==> src/rtl/game_sequencer.sv <==
`default_nettype none
// ============================================================================
//  Module   : game_sequencer
//  Purpose  : Frame-rate game controller. Runs the IDLE/PLAY/HIT/OVER state
//             machine, holds the collision block in reset between games,
//             launches/advances/retires the single player bullet and keeps
//             the saturating score from meteor kills and star pickups.
//  Revision : 1.0  initial release
// ============================================================================
module game_sequencer #(
    parameter int LIVES_INIT    = 2,
    parameter int HIT_FRAMES    = 30,
    parameter int BULLET_SPEED  = 8,
    parameter int FIRE_COOLDOWN = 10,
    parameter int MET_PTS       = 1,
    parameter int STAR_PTS      = 5,
    parameter int SCORE_MAX     = 999
) (
    input  logic       v_sync,
    input  logic       rst,
    input  logic       start_btn,
    input  logic       fire_btn,
    input  logic [9:0] ship_x,
    input  logic [9:0] ship_y,
    input  logic [1:0] lives,
    input  logic       m1_alive,
    input  logic       m2_alive,
    input  logic       m3_alive,
    input  logic       s1_alive,
    input  logic       s2_alive,
    output logic [1:0] state,
    output logic       coll_rst_n,
    output logic       freeze,
    output logic       flash,
    output logic       bullet_active,
    output logic [9:0] b_x,
    output logic [9:0] b_y,
    output logic [9:0] score
);

    typedef enum logic [1:0] {
        ST_IDLE = 2'd0,
        ST_PLAY = 2'd1,
        ST_HIT  = 2'd2,
        ST_OVER = 2'd3
    } state_t;

    // Bullet spawns at the ship nose; the right screen edge retires it.
    localparam logic [10:0] c_x_limit     = 11'd628;
    localparam logic [10:0] c_bullet_xoff = 11'd30;
    localparam logic [9:0]  c_bullet_yoff = 10'd13;

    // ------------------------------------------------------------------
    // Registers
    // ------------------------------------------------------------------
    state_t      state_q,         state_d;
    logic        coll_rst_n_q,    coll_rst_n_d;
    logic        freeze_q,        freeze_d;
    logic        flash_q,         flash_d;
    logic        bullet_active_q, bullet_active_d;
    logic [9:0]  b_x_q,           b_x_d;
    logic [9:0]  b_y_q,           b_y_d;
    logic [9:0]  score_q,         score_d;
    logic [7:0]  cooldown_q,      cooldown_d;
    logic [5:0]  hit_timer_q,     hit_timer_d;
    logic        start_prev_q;
    logic        fire_prev_q;
    logic [1:0]  lives_prev_q,    lives_prev_d;
    logic [4:0]  alive_prev_q;

    // ------------------------------------------------------------------
    // Combinational helpers
    // ------------------------------------------------------------------
    logic        w_start_rise;
    logic        w_fire_rise;
    logic [4:0]  w_alive_now;
    logic [4:0]  w_fell;
    logic [2:0]  w_met_kill;
    logic [1:0]  w_met_cnt;
    logic [1:0]  w_star_cnt;
    logic [11:0] w_score_sum;
    logic [9:0]  w_score_sat;
    logic        w_life_loss;
    logic [10:0] w_launch_x;
    logic        w_launch_ok;
    logic [10:0] w_bx_adv;
    logic        w_at_edge;

    assign w_start_rise = start_btn & ~start_prev_q;
    assign w_fire_rise  = fire_btn  & ~fire_prev_q;

    // Bit order {s2, s1, m3, m2, m1}; only 1->0 transitions count.
    assign w_alive_now  = {s2_alive, s1_alive, m3_alive, m2_alive, m1_alive};
    assign w_fell       = alive_prev_q & ~w_alive_now;
    assign w_met_kill   = w_fell[2:0] & {3{bullet_active_q}};
    assign w_met_cnt    = {1'b0, w_met_kill[0]} + {1'b0, w_met_kill[1]}
                        + {1'b0, w_met_kill[2]};
    assign w_star_cnt   = {1'b0, w_fell[3]} + {1'b0, w_fell[4]};

    assign w_score_sum  = {2'b00, score_q}
                        + ({10'd0, w_met_cnt}  * 12'(MET_PTS))
                        + ({10'd0, w_star_cnt} * 12'(STAR_PTS));
    assign w_score_sat  = (w_score_sum > 12'(SCORE_MAX)) ? 10'(SCORE_MAX)
                                                         : w_score_sum[9:0];

    assign w_life_loss  = (lives < lives_prev_q);

    assign w_launch_x   = {1'b0, ship_x} + c_bullet_xoff;
    assign w_launch_ok  = w_fire_rise & ~bullet_active_q & (cooldown_q == 8'd0)
                        & (w_launch_x < c_x_limit);

    assign w_bx_adv     = {1'b0, b_x_q} + 11'(BULLET_SPEED);
    assign w_at_edge    = (w_bx_adv >= c_x_limit);

    // Next-state, bullet, score and registered-output computation
    always_comb begin
        state_d         = state_q;
        hit_timer_d     = hit_timer_q;
        cooldown_d      = (cooldown_q != 8'd0) ? (cooldown_q - 8'd1) : 8'd0;
        bullet_active_d = bullet_active_q;
        b_x_d           = b_x_q;
        b_y_d           = b_y_q;
        score_d         = score_q;
        lives_prev_d    = lives_prev_q;

        case (state_q)
            ST_IDLE: begin
                if (w_start_rise) begin
                    state_d         = ST_PLAY;
                    score_d         = 10'd0;
                    lives_prev_d    = 2'(LIVES_INIT);
                    bullet_active_d = 1'b0;
                    b_x_d           = 10'd0;
                    b_y_d           = 10'd0;
                end
            end

            ST_PLAY: begin
                score_d = w_score_sat;
                if (w_life_loss) begin
                    // Life loss wins over everything else this frame.
                    lives_prev_d = lives;
                    if (bullet_active_q) begin
                        bullet_active_d = 1'b0;
                        cooldown_d      = 8'(FIRE_COOLDOWN);
                    end
                    if (lives == 2'd0) begin
                        state_d = ST_OVER;
                    end else begin
                        state_d     = ST_HIT;
                        hit_timer_d = 6'(HIT_FRAMES - 1);
                    end
                end else if (w_met_kill != 3'b000) begin
                    bullet_active_d = 1'b0;
                    cooldown_d      = 8'(FIRE_COOLDOWN);
                end else if (bullet_active_q) begin
                    if (w_at_edge) begin
                        bullet_active_d = 1'b0;
                        cooldown_d      = 8'(FIRE_COOLDOWN);
                    end else begin
                        b_x_d = w_bx_adv[9:0];
                    end
                end else if (w_launch_ok) begin
                    bullet_active_d = 1'b1;
                    b_x_d           = w_launch_x[9:0];
                    b_y_d           = ship_y + c_bullet_yoff;
                end
            end

            ST_HIT: begin
                if (hit_timer_q == 6'd0) begin
                    state_d = ST_PLAY;
                end else begin
                    hit_timer_d = hit_timer_q - 6'd1;
                end
            end

            ST_OVER: begin
                if (w_start_rise) begin
                    state_d = ST_IDLE;
                end
            end

            default: state_d = ST_IDLE;
        endcase

        coll_rst_n_d = (state_d != ST_IDLE);
        freeze_d     = (state_d != ST_PLAY);
        flash_d      = (state_d == ST_HIT) & hit_timer_d[2];
    end

    // Frame-rate state register with asynchronous reset
    always_ff @(posedge v_sync or posedge rst) begin
        if (rst) begin
            state_q         <= ST_IDLE;
            coll_rst_n_q    <= 1'b0;
            freeze_q        <= 1'b1;
            flash_q         <= 1'b0;
            bullet_active_q <= 1'b0;
            b_x_q           <= 10'd0;
            b_y_q           <= 10'd0;
            score_q         <= 10'd0;
            cooldown_q      <= 8'd0;
            hit_timer_q     <= 6'd0;
            start_prev_q    <= 1'b0;
            fire_prev_q     <= 1'b0;
            lives_prev_q    <= 2'(LIVES_INIT);
            alive_prev_q    <= 5'b11111;
        end else begin
            state_q         <= state_d;
            coll_rst_n_q    <= coll_rst_n_d;
            freeze_q        <= freeze_d;
            flash_q         <= flash_d;
            bullet_active_q <= bullet_active_d;
            b_x_q           <= b_x_d;
            b_y_q           <= b_y_d;
            score_q         <= score_d;
            cooldown_q      <= cooldown_d;
            hit_timer_q     <= hit_timer_d;
            start_prev_q    <= start_btn;
            fire_prev_q     <= fire_btn;
            lives_prev_q    <= lives_prev_d;
            alive_prev_q    <= w_alive_now;
        end
    end

    assign state         = state_q;
    assign coll_rst_n    = coll_rst_n_q;
    assign freeze        = freeze_q;
    assign flash         = flash_q;
    assign bullet_active = bullet_active_q;
    assign b_x           = b_x_q;
    assign b_y           = b_y_q;
    assign score         = score_q;

endmodule
`default_nettype wire

==> config.mk <==
export PLATFORM = sky130hd
export DESIGN_NAME = game_sequencer
export DESIGN_NICKNAME = d
export VERILOG_FILES = /design/src/rtl/game_sequencer.sv
export SDC_FILE = /design/constraint.sdc
export NUM_CORES = 1
export LEC_CHECK = 0
export ABC_AREA = 1
export CORE_ASPECT_RATIO = 0.75
export CORE_MARGIN = 5
export CORE_UTILIZATION = 50
export CTS_CLUSTER_SIZE = 12
export DETAILED_ROUTE_END_ITERATION = 8
export GPL_ROUTABILITY_DRIVEN = 0
export HOLD_SLACK_MARGIN = 0.06
export PLACE_DENSITY = 0.76
export SLEW_MARGIN = 20
export SYNTH_ARGS = -nofsm -noshare
export SYNTH_HDL_FRONTEND = slang
export SYNTH_SLANG_ARGS = --single-unit
export TNS_END_PERCENT = 1
==> constraint.sdc <==
create_clock -name v_sync -period 7.4 [get_ports v_sync]
set_input_delay 1.11 -clock v_sync [delete_from_list [all_inputs] [get_ports v_sync]]
set_output_delay 1.11 -clock v_sync [all_outputs]
set_load 0.02 [all_outputs]
### The metal 2 layer

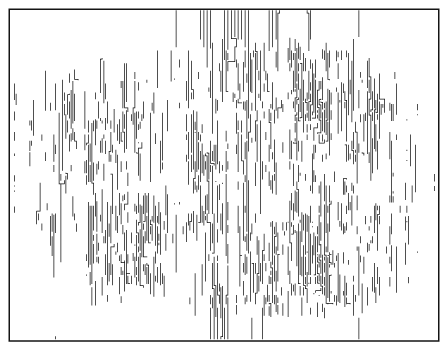
- nets with wire on the layer: 557
- main direction: vertical
- longest straight run: 28.7 um
- wire length on this layer: 4270 um
met2 Track Usage GR: 31.8%
Vias: 3737
WL final: 9560 um

### Signal wires on met1

Supply wires on this layer in gray.
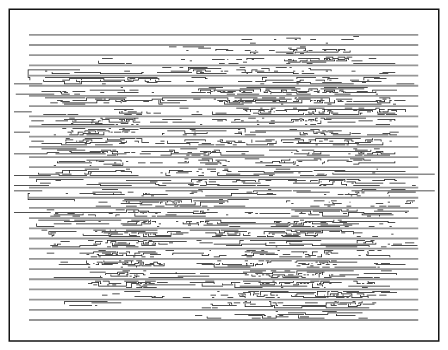
- main direction: horizontal
- nets with wire on the layer: 610
- wire length on this layer: 4590 um
- share of all routed wire: 48%
- longest straight run: 28.1 um
met1 usage: 26.9%

### Clock wiring as the flow saved it

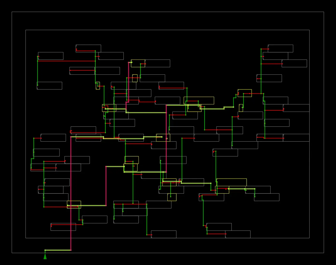
Clock Skew: 15.0 ps
FFs & Latches: 59

==> qor.yml <==
hold_path:
  min_from: "cooldown_q[0]"
  holdPathStages: 1
final_layout:
  dominant_cells: "combinational gates"
  instances_no_fill: 728
  n_antenna_cell: 0
  logic_area_um2: 2260
  bufAreaShareNonClock_pct: 13.2
  sh_seq_area_pct: 29.4
  buffers: 67
  nClkBuffers: 12
  inverters_excl_clock: 78
drt:
  met2_length_um: 4270
  wl_met3_um: 583
  wl_met1_um: 4590
  drtIter0Drc: 227
  avgViaCountPerCell: 5.13
  post-route-drc-count: 0
timing:
  setup_ws_ps: 3060
  hold_viol_final: 0
  drv_slew: 0
  worstMarginPinSlew_ps: 750
  max_freq_mhz: 231
  fin_tns_setup_ps: 0
logic_synthesis:
  top_cell_area_share_pct: 31.9
  xor_area_share_pct: 2.79
  simple_gate_area_share_pct: 32.9
  syn_inst: 546
  ys.warnings.count: 0
  avgSynthCellArea_um2: 7.47
  syn_area_um2: 4080
setup_path:
  rr_endpoint: "score[3]"
  worstPathRequired_ps: 7620
  critPathLaunchType: "primary input"
  ff2ff_setup_slack_ps: 3780
status:
  run_status: "completed"
clock_network:
  cts_tree: "built"
  clock_tree.buffer_depth: 2
  htree_levels: 3
  worstSkewPairLatency_ps: 350
  cts-root-buf: "clkbuf_8"
floorplanning:
  row_count: 28
  io_pins: 67
power:
  powerDensity_nw_per_um2: 347
  power_w: 0.00176
place:
  portBuffers: 66
### The metal 4 layer

Supply wires on this layer in gray.
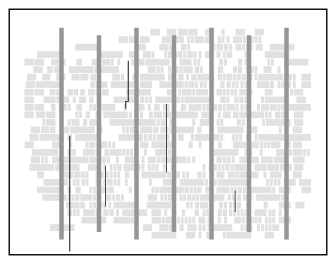
- nets with wire on the layer: 3
- share of all routed wire: 1.1%
- longest straight run: 41.5 um
- main direction: vertical

### Metal 3

Scale bar: 20 um.
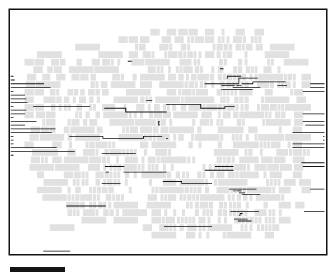
- main direction: horizontal
- share of all routed wire: 6.1%
- nets with wire on the layer: 64
- longest straight run: 22.8 um
- wire length on this layer: 584 um
met3 usage: 6.15%

==> worst max-delay path, cell delays in order <==
cell,delay [ps]
clkdlybuf4s50_1,490
nor2_1,60
ha_1,300
ha_1,280
inv_1,50
fa_1,530
inv_1,50
ha_1,200
fa_1,440
nand3_1,140
nand2_1,60
nand2_1,70
nand2_1,50
nand2_1,50
nand3_1,60
nor2_1,120
nand3_1,240
nand2_1,160
o21ai_0,90
==> registers in the layout (all words and copies together), names as in the netlist, 2 cells and up <==
signal,cells
b_y,10
cooldown_q,8
state,2
b_x,10
alive_prev_q,5
lives_prev_q,2
score,10
hit_timer_q,6
==> where the power goes <==
| group | switching [W] | internal [W] | total [W] |
|---|---|---|---|
| logic | 0.000567 | 0.000344 | 0.000910 |
| registers | 0.0000895 | 0.000426 | 0.000515 |
| clock network | 0.000131 | 0.000199 | 0.000330 |
==> worst max-delay path by stage <==
stage	startpoint	endpoint	slack, ps	depth (start not counted)
after detailed placement	s1_alive	score[3]	2730	19
final	s2_alive	score[3]	3060	19
after global placement	s1_alive	score[3]	2850	19
after CTS	s2_alive	score[3]	3080	19
after floorplan	s1_alive	score[3]	3530	18
after global routing	s1_alive	score[3]	2850	19
==> cell usage after synthesis, types with 4 or more instances <==
| library cell | number |
|---|---|
| a21oi_1 | 9 |
| ha_1 | 30 |
| o21ai_0 | 26 |
| xnor2_1 | 8 |
| nand3b_1 | 7 |
| dfrtp_1 | 52 |
| dfstp_2 | 7 |
| nor3_1 | 4 |
| nand3_1 | 40 |
| nand4_1 | 8 |
| nor2_2 | 9 |
| inv_1 | 75 |
| o21ai_2 | 13 |
| nand2_2 | 12 |
| xor2_1 | 5 |
| nor2_1 | 45 |
| nand2_1 | 158 |
Power is estimated from default activity; no workload was simulated.
